clock_map.png
Scale bar: 50 um.
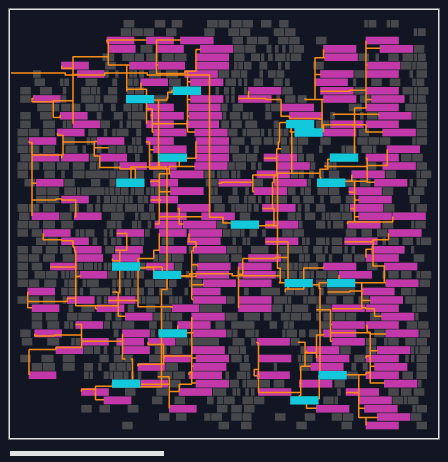
cell_classes.png
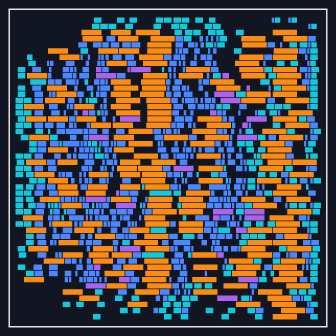
wire_density.png
28 x 28 tiles, from dark blue (low) to red (high), scaled to the fullest tile. Values are wire area over tile area, all layers added.
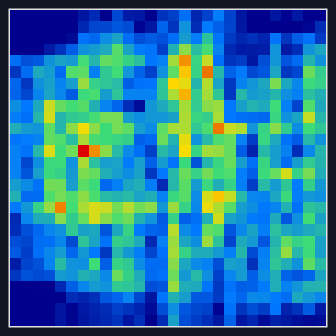
<file path="config.mk">
export PLATFORM = sky130hd
export DESIGN_NAME = fetch_unit_flat
export DESIGN_NICKNAME = d
export VERILOG_FILES = /design/src/rtl/fetch_pkg.sv /design/src/rtl/fetch_if.sv /design/src/rtl/fetch_queue.sv /design/src/rtl/fetch_unit.sv /design/src/flat_wrapper.sv
export SDC_FILE = /design/constraint.sdc
export NUM_CORES = 1
export LEC_CHECK = 0
export CAP_MARGIN = 30
export CORE_MARGIN = 2
export CORE_UTILIZATION = 51
export CTS_CLUSTER_DIAMETER = 120
export CTS_CLUSTER_SIZE = 12
export DETAILED_ROUTE_END_ITERATION = 10
export GPL_TIMING_DRIVEN = 0
export PLACE_DENSITY = 0.8
export SLEW_MARGIN = 10
export SYNTH_ARGS = -nofsm -noshare
export SYNTH_HDL_FRONTEND = slang
export SYNTH_SLANG_ARGS = --single-unit
export TNS_END_PERCENT = 5
</file>
<file path="constraint.sdc">
create_clock -name clk -period 5.16 [get_ports clk]
set_input_delay 1.548 -clock clk [delete_from_list [all_inputs] [get_ports clk]]
set_output_delay 1.548 -clock clk [all_outputs]
set_load 0.02 [all_outputs]
</file>
<file path="src/rtl/fetch_pkg.sv">
// fetch_pkg: shared types and constants for the instruction fetch stage.
//   fetch_state_t : fetch FSM states (HALT only when FETCH_FAULT_EN is defined)
//   fetch_entry_t : one fetch-queue entry {pc, instr}
//   NOP_INSTR     : word presented to decode while the queue is empty
// Optional feature macro: FETCH_FAULT_EN
package fetch_pkg;

  localparam logic [31:0] NOP_INSTR = 32'h0000_0013;

  typedef enum logic [1:0] {
    FETCH,
    HOLD,
    DROP
`ifdef FETCH_FAULT_EN
    , HALT
`endif
  } fetch_state_t;

  typedef struct packed {
    logic [31:0] pc;
    logic [31:0] instr;
  } fetch_entry_t;

  function automatic logic [31:0] align_pc(input logic [31:0] a);
    return {a[31:2], 2'b00};
  endfunction

endpackage

</file>
<file path="src/rtl/fetch_if.sv">
// fetch_if: bus bundle of the fetch stage.
//   imem_*     : single-outstanding instruction memory request/ack
//   redirect*  : branch/jump re-steer from execute
//   dec_*      : valid/ready head-of-queue presentation to decode
//   fetch_fault: misaligned-redirect flag (only with FETCH_FAULT_EN)
// master = fetch unit side, slave = memory/execute/decode side.
interface fetch_if;
  logic        imem_req;
  logic [31:0] imem_addr;
  logic        imem_ack;
  logic [31:0] imem_rdata;
  logic        redirect;
  logic [31:0] redirect_pc;
  logic        dec_ready;
  logic        dec_valid;
  logic [31:0] dec_instr;
  logic [31:0] dec_pc;
  logic [31:0] dec_pcplus4;
`ifdef FETCH_FAULT_EN
  logic        fetch_fault;
`endif

  modport master (
    output imem_req, imem_addr, dec_valid, dec_instr, dec_pc, dec_pcplus4,
`ifdef FETCH_FAULT_EN
    output fetch_fault,
`endif
    input  imem_ack, imem_rdata, redirect, redirect_pc, dec_ready
  );

  modport slave (
    input  imem_req, imem_addr, dec_valid, dec_instr, dec_pc, dec_pcplus4,
`ifdef FETCH_FAULT_EN
    input  fetch_fault,
`endif
    output imem_ack, imem_rdata, redirect, redirect_pc, dec_ready
  );
endinterface

</file>
<file path="src/rtl/fetch_queue.sv">
// fetch_queue: DEPTH-entry FIFO of fetch_entry_t.
//   push/wdata : enqueue (ignored when full and not popping)
//   pop/rdata  : dequeue head (ignored when empty); rdata is the head entry
//   flush      : clears the queue, dominates push and pop
//   count      : current occupancy
// DEPTH must be a power of two so the pointers wrap naturally.
module fetch_queue
  import fetch_pkg::*;
#(
  parameter int DEPTH = 2,
  localparam int AW = $clog2(DEPTH),
  localparam int CW = AW + 1
) (
  input  logic         clk,
  input  logic         reset_n,
  input  logic         flush,
  input  logic         push,
  input  logic         pop,
  input  fetch_entry_t wdata,
  output fetch_entry_t rdata,
  output logic [CW-1:0] count
);

  fetch_entry_t  mem_q [DEPTH];
  logic [AW-1:0] wr_ptr_q, wr_ptr_d, rd_ptr_q, rd_ptr_d;
  logic [CW-1:0] count_q, count_d;
  logic          do_push, do_pop;

  always_comb begin
    do_pop   = pop & ~flush & (count_q != '0);
    do_push  = push & ~flush & ((count_q != CW'(DEPTH)) | do_pop);
    wr_ptr_d = wr_ptr_q;
    rd_ptr_d = rd_ptr_q;
    count_d  = count_q;
    if (flush) begin
      wr_ptr_d = '0;
      rd_ptr_d = '0;
      count_d  = '0;
    end else begin
      if (do_push) wr_ptr_d = wr_ptr_q + AW'(1);
      if (do_pop)  rd_ptr_d = rd_ptr_q + AW'(1);
      count_d = count_q + CW'(do_push) - CW'(do_pop);
    end
  end

  always_ff @(posedge clk or negedge reset_n) begin
    if (!reset_n) begin
      wr_ptr_q <= '0;
      rd_ptr_q <= '0;
      count_q  <= '0;
    end else begin
      wr_ptr_q <= wr_ptr_d;
      rd_ptr_q <= rd_ptr_d;
      count_q  <= count_d;
    end
  end

  // Storage needs no reset: entries are only observed when count != 0.
  always_ff @(posedge clk) begin
    if (do_push) mem_q[wr_ptr_q] <= wdata;
  end

  assign rdata = mem_q[rd_ptr_q];
  assign count = count_q;

endmodule

</file>
<file path="src/rtl/fetch_unit.sv">
// fetch_unit: instruction fetch stage.
//   clk, reset_n : core clock, async active-low reset
//   bus          : fetch_if.master (imem request/ack, redirect, decode handshake)
// Keeps one memory request outstanding, buffers returned words in a
// QDEPTH-entry queue and presents the head as {instr, pc, pc+4} to decode.
// A redirect flushes the queue; a request still in flight is completed
// in DROP and its data thrown away.
// Optional feature macro: FETCH_FAULT_EN (misaligned redirect -> sticky
// fetch_fault and HALT); without it redirect_pc[1:0] is ignored.
module fetch_unit
  import fetch_pkg::*;
#(
  parameter logic [31:0] RESET_PC = 32'h0000_0000,
  parameter int          QDEPTH   = 2
) (
  input  logic clk,
  input  logic reset_n,
  fetch_if.master bus
);

  localparam int CW = $clog2(QDEPTH) + 1;

  fetch_state_t  state_q, state_d;
  logic [31:0]   fpc_q, fpc_d;
  logic [31:0]   drop_addr_q, drop_addr_d;   // address of the request being dropped
  logic [CW-1:0] count, count_next;
  fetch_entry_t  head;
  logic          dec_valid, push, pop, req;
`ifdef FETCH_FAULT_EN
  logic          fault_q, fault_d;
`endif

  fetch_queue #(.DEPTH(QDEPTH)) u_queue (
    .clk     (clk),
    .reset_n (reset_n),
    .flush   (bus.redirect),
    .push    (push),
    .pop     (pop),
    .wdata   ('{pc: fpc_q, instr: bus.imem_rdata}),
    .rdata   (head),
    .count   (count)
  );

  always_comb begin
    dec_valid   = (count != '0);
    pop         = dec_valid & bus.dec_ready & ~bus.redirect;
    push        = bus.imem_ack & (state_q == FETCH);
    count_next  = count + CW'(push) - CW'(pop);
    state_d     = state_q;
    fpc_d       = fpc_q;
    drop_addr_d = drop_addr_q;
    req         = 1'b0;
`ifdef FETCH_FAULT_EN
    fault_d     = fault_q;
`endif

    unique case (state_q)
      FETCH: begin
        req = 1'b1;
        if (bus.imem_ack) begin
          fpc_d   = fpc_q + 32'd4;
          state_d = (count_next < CW'(QDEPTH)) ? FETCH : HOLD;
        end
      end
      HOLD: if (pop) state_d = FETCH;
      DROP: begin
        req = 1'b1;
`ifdef FETCH_FAULT_EN
        if (bus.imem_ack) state_d = fault_q ? HALT : FETCH;
`else
        if (bus.imem_ack) state_d = FETCH;
`endif
      end
`ifdef FETCH_FAULT_EN
      HALT: ;
`endif
      default: state_d = FETCH;
    endcase

    if (bus.redirect) begin
      fpc_d = align_pc(bus.redirect_pc);
      unique case (state_q)
        FETCH: begin
          state_d = bus.imem_ack ? FETCH : DROP;
          if (!bus.imem_ack) drop_addr_d = fpc_q;
        end
        HOLD:  state_d = FETCH;
        // An ack arriving with the redirect completes the stale request,
        // so nothing remains to drop.
        DROP:  state_d = bus.imem_ack ? FETCH : DROP;
`ifdef FETCH_FAULT_EN
        HALT:  state_d = HALT;
`endif
        default: state_d = FETCH;
      endcase
`ifdef FETCH_FAULT_EN
      if (bus.redirect_pc[1:0] != 2'b00) fault_d = 1'b1;
      // Once faulted, never fetch again; an in-flight request still drains via DROP.
      if ((fault_d || fault_q) && state_d == FETCH) state_d = HALT;
`endif
    end
  end

  always_ff @(posedge clk or negedge reset_n) begin
    if (!reset_n) begin
      state_q     <= FETCH;
      fpc_q       <= RESET_PC;
      drop_addr_q <= '0;
    end else begin
      state_q     <= state_d;
      fpc_q       <= fpc_d;
      drop_addr_q <= drop_addr_d;
    end
  end

`ifdef FETCH_FAULT_EN
  always_ff @(posedge clk or negedge reset_n) begin
    if (!reset_n) fault_q <= 1'b0;
    else          fault_q <= fault_d;
  end
  assign bus.fetch_fault = fault_q;
`endif

  // Reset state is FETCH, so the request is gated off while reset is held.
  assign bus.imem_req    = req & reset_n;
  assign bus.imem_addr   = (state_q == DROP) ? drop_addr_q : fpc_q;
  assign bus.dec_valid   = dec_valid;
  assign bus.dec_instr   = dec_valid ? head.instr : NOP_INSTR;
  assign bus.dec_pc      = dec_valid ? head.pc : 32'd0;
  assign bus.dec_pcplus4 = dec_valid ? head.pc + 32'd4 : 32'd0;

endmodule

</file>
<file path="src/flat_wrapper.sv">
// flat-port wrapper written by rule: the top's interface ports become plain ports
module fetch_unit_flat import fetch_pkg::*;
#(
  parameter logic [31:0] RESET_PC = 32'h0000_0000,
  parameter int          QDEPTH   = 2
)
  (clk, reset_n, bus_imem_req, bus_imem_addr, bus_dec_valid, bus_dec_instr, bus_dec_pc, bus_dec_pcplus4, bus_imem_ack, bus_imem_rdata, bus_redirect, bus_redirect_pc, bus_dec_ready);
  fetch_if bus_i ();
  input  logic clk;
  input  logic reset_n;
  output wire logic [$bits(bus_i.imem_req)-1:0] bus_imem_req;
  output wire logic [$bits(bus_i.imem_addr)-1:0] bus_imem_addr;
  output wire logic [$bits(bus_i.dec_valid)-1:0] bus_dec_valid;
  output wire logic [$bits(bus_i.dec_instr)-1:0] bus_dec_instr;
  output wire logic [$bits(bus_i.dec_pc)-1:0] bus_dec_pc;
  output wire logic [$bits(bus_i.dec_pcplus4)-1:0] bus_dec_pcplus4;
  input wire logic [$bits(bus_i.imem_ack)-1:0] bus_imem_ack;
  input wire logic [$bits(bus_i.imem_rdata)-1:0] bus_imem_rdata;
  input wire logic [$bits(bus_i.redirect)-1:0] bus_redirect;
  input wire logic [$bits(bus_i.redirect_pc)-1:0] bus_redirect_pc;
  input wire logic [$bits(bus_i.dec_ready)-1:0] bus_dec_ready;
  assign bus_imem_req = bus_i.imem_req;
  assign bus_imem_addr = bus_i.imem_addr;
  assign bus_dec_valid = bus_i.dec_valid;
  assign bus_dec_instr = bus_i.dec_instr;
  assign bus_dec_pc = bus_i.dec_pc;
  assign bus_dec_pcplus4 = bus_i.dec_pcplus4;
  assign bus_i.imem_ack = bus_imem_ack;
  assign bus_i.imem_rdata = bus_imem_rdata;
  assign bus_i.redirect = bus_redirect;
  assign bus_i.redirect_pc = bus_redirect_pc;
  assign bus_i.dec_ready = bus_dec_ready;
  fetch_unit #(.RESET_PC(RESET_PC), .QDEPTH(QDEPTH)) u_core (.clk(clk), .reset_n(reset_n), .bus(bus_i));
endmodule
</file>
==> flow_summary.yaml <==
# generated from flow reports
detailed_routing:
  met3WireLength_um: 1351
  vias_per_cell: 5.530
  ant_nets: 0
  wl_um: 22790
  wl_per_cell_um: 18.74
  vias: 6724
  top_layer: "met4"
  drt-pass1-iter-count: 5
  drt_iter0_markers: 432
  wl_met1_um: 10090
  drcViolationCount: 0
  route.met2.wl_um: 10820
power:
  switching_share: 0.3125
  pwr-share-comb: 0.304
  power.total_mw: 4.501
  p_seq_frac: 0.421
  powerDensity_nw_per_um2: 368.4
  power_switching_mw: 1.407
  pwr-share-clk: 0.274
  p_int_mw: 3.094
  p_leak_nw: 4.342
  ir_drop_mv: 0.2518
final_timing:
  max_slew_margin: 0.5203
  clock_skew_ns: 0.008491
  fmax_ghz: 0.1983
  final_hold_viol_count: 0
  period_used_share: 0.9771
  setup_violations: 0
  drv_slew: 0
  layout_min_cycle_time_ns: 5.042
  fin_hold_ws_ns: 0.5032
  rsz0062_at_grt: "no"
  setup_tns_ns: 0
  tightest_slew_ns: 0.7195
cts:
  cts_buffer_depth: 2
  root_buffer: "clkbuf_16"
  clk_transition_reported_paths_ns: 0.07
  post-cts-setup-buffer-count: 0
  cts_htree_levels: 4
  clock_latency_ns: 0.43
  cts_made_buffers: 17
  cts_hold_buf: 0
  cts.sinks: 190
  cts_tree: "done"
die:
  chip_area_um2: 19350
  dieHeight_um: 139.1
  rows: 49
  core-area_um2: 17960
  die_width_um: 139.1
  io-pin-count: 199
  fp_util: 0.5183
placed_design:
  place_hpwl_um: 17140
  gp_congestion: 0.9026
  placed_cells: 1185
  portBuffers: 190
synth:
  synthDistinctLibCells: 59
  postSynthAreaPerCell_um2: 12.30
  postSynth.asyncResetShare: 0.3474
  mappedNetlistArea_um2: 9310
  yosys.stat.seqShare: 0.5773
  synthTopCellsByArea: "edfxtp_1 (40%), dfrtp_1 (18%), mux2_2 (7.7%)"
  yosys_area_um2: 9310
  ff_type: "edfxtp_1"
  top_area_frac: 0.3999
  yosysTopAreaCell: "edfxtp_1"
  edf_count: 124
  synth_cells: 757
worst_setup_path:
  crit_path_start: "u_core.u_queue.rd_ptr_q"
  cp_max_fo: 19
  endpoint: "bus_dec_pcplus4[22]"
  r2r_slack_ns: 2.63
  critPathCaptureType: "output pin"
  r2r_end: "u_core.state_q[0]"
  ff2ff_path_depth: 9
  timing.rr.start: "u_core.u_queue.count[1]"
  worstPathRequired_ns: 3.61
  critPathKind: "reg2out"
final_layout:
  final_cells: 1216
  final_core_util: 0.6801
  drive_gt1_frac: 0.1499
  final_layout_top_logic_cells: "clkdlybuf4s50_1 (186), edfxtp_1 (124), nor2_1 (85), nand2_1 (69), dfrtp_1 (65)"
  lay_top_count: "clkdlybuf4s50_1"
  n_antenna_cell: 0
  areaGrowthSynthToFinish_pct: 31.22
  fin_nets: 1048
run_status:
  status: "finished clean"
job:
  log.warning_count: 29
  drv_cap: 0
hold_path:
  hold_class: "reg2reg"
global_routing:
  antenna_found_initial: 0
  grt_max_degree: 59
  grt_pass1_wl_um: 36270
  grt_pass1_vias: 6657
  grtUsageTotal: 0.2415
About clock_map.png:
[cyan] cells driving clock nets | count: 17
[orange] clock wires | length: 2,040 um
[magenta] flip-flops | count: 190
routed clock nets	18
flops lie	spread over the die

About cell_classes.png:
color	class	cells	share of their area
cyan	other buffers and delay cells	239	19%
blue	all other logic	526	31%
purple	clock drivers and dummy loads	32	4.7%
orange	flip-flops	190	45%

About wire_density.png:
nearly empty tiles	7.3%
tiles over half the peak	17%
fullest tile	0.60
emptiest ninth of the die	bottom left
mean over tiles	0.19

-- how the worst min path moves through the flow --
stage / startpoint / end / slack [ns] / depth (start not counted)
after global routing: u_core.drop_addr_q[29] / u_core.drop_addr_q[29] / 0.52 / 1
final: u_core.drop_addr_q[5] / u_core.drop_addr_q[5] / 0.50 / 1
after global placement: u_core.drop_addr_q[28] / u_core.drop_addr_q[28] / 0.48 / 1
after CTS: u_core.drop_addr_q[18] / u_core.drop_addr_q[18] / 0.51 / 1
after floorplan: u_core.u_queue.wr_ptr_q / u_core.u_queue.wr_ptr_q / 0.47 / 1
after detailed placement: u_core.drop_addr_q[31] / u_core.drop_addr_q[31] / 0.49 / 1
-- critical path: stages (launching register included) --
cell,delay (ns)
dfrtp_2,0.49
buf_4,0.22
buf_8,0.18
mux2_2,0.27
ha_1,0.15
inv_1,0.11
a21oi_2,0.31
nand4_4,0.22
o31a_1,0.29
nor3_1,0.16
clkdlybuf4s50_1,0.66
-- layer usage --
| layer | vias to the layer above | track usage |
|---|---|---|
| met3 | 35 | 0.04938 |
| met5 | - | 0 |
| met1 | 3260 | 0.3269 |
| met2 | 240 | 0.3941 |
| li1 | 3189 | - |
| met4 | 0 | 0.07868 |
-- synthesized netlist by cell type, types with 9 or more instances --
library cell / count
edfxtp_1: 124
nor2_1: 86
nand2_1: 69
dfrtp_1: 66
mux2_2: 64
mux2i_1: 60
xnor2_1: 34
o21ai_0: 31
clkbuf_1: 20
nand3_1: 19
nor3_1: 16
xor2_1: 13
buf_2: 11
nand4_1: 10
inv_1: 9
o21ai_1: 9
-- flip-flops by register name, indices dropped and copies added, names as in the netlist --
| signal | cells |
|---|---|
| u_core.drop_addr_q | 30 |
| u_core.fpc_q | 30 |
| u_core.state_q | 2 |
| u_core.u_queue.count | 2 |
| u_core.u_queue.mem_q | 124 |
| u_core.u_queue.rd_ptr_q | 1 |
| u_core.u_queue.wr_ptr_q | 1 |
-- final cells by class --
cell class                 instances  area [um2]
sequential                       190        5376
tap                              229       286.5
buffer                            45       249.0
clock buffer                      21       481.7
fill                            1385        5747
multi-input combinational        517        3711
clock inverter                    11       80.08
timing repair buffer             194        1998
inverter                           9       33.78
-- per-stage QoR --
stage | setup WS [ns] | instance area [um2]
after floorplan | 0.01527 | 9329
after global placement | -2.122 | 11520
after detailed placement | -0.07380 | 11620
after CTS | -0.0004750 | 12190
after global routing | 0.0004527 | 12220
final | 0.1183 | 12220
-- cells by family after synthesis --
kind of cell	share of synthesized area
adder cells (fa/ha/maj)	0.006720
multiplexers	0.1431
AND-OR/OR-AND	0.05093
AND/OR/NAND/NOR	0.1468
flip-flops	0.5773
buffers and inverters	0.03051
other	0.0004028
XOR/XNOR	0.04422
-- power by group through the flow --
stage                     clock network, mW  registers (mW)  logic [mW]
final                                  1.23            1.90        1.37
after global routing                   1.32            1.92        1.47
after CTS                              1.25            1.89        1.38
after detailed placement                  0            1.92        1.38
after global placement                    0            1.92        1.35
after floorplan                           0            1.89       0.792
-- repair_timing --
item,in CTS,in global routing
endpoints found under the setup margin,10,7
cloned,0,0
resized,3,6
Power is estimated from default activity; no workload was simulated.
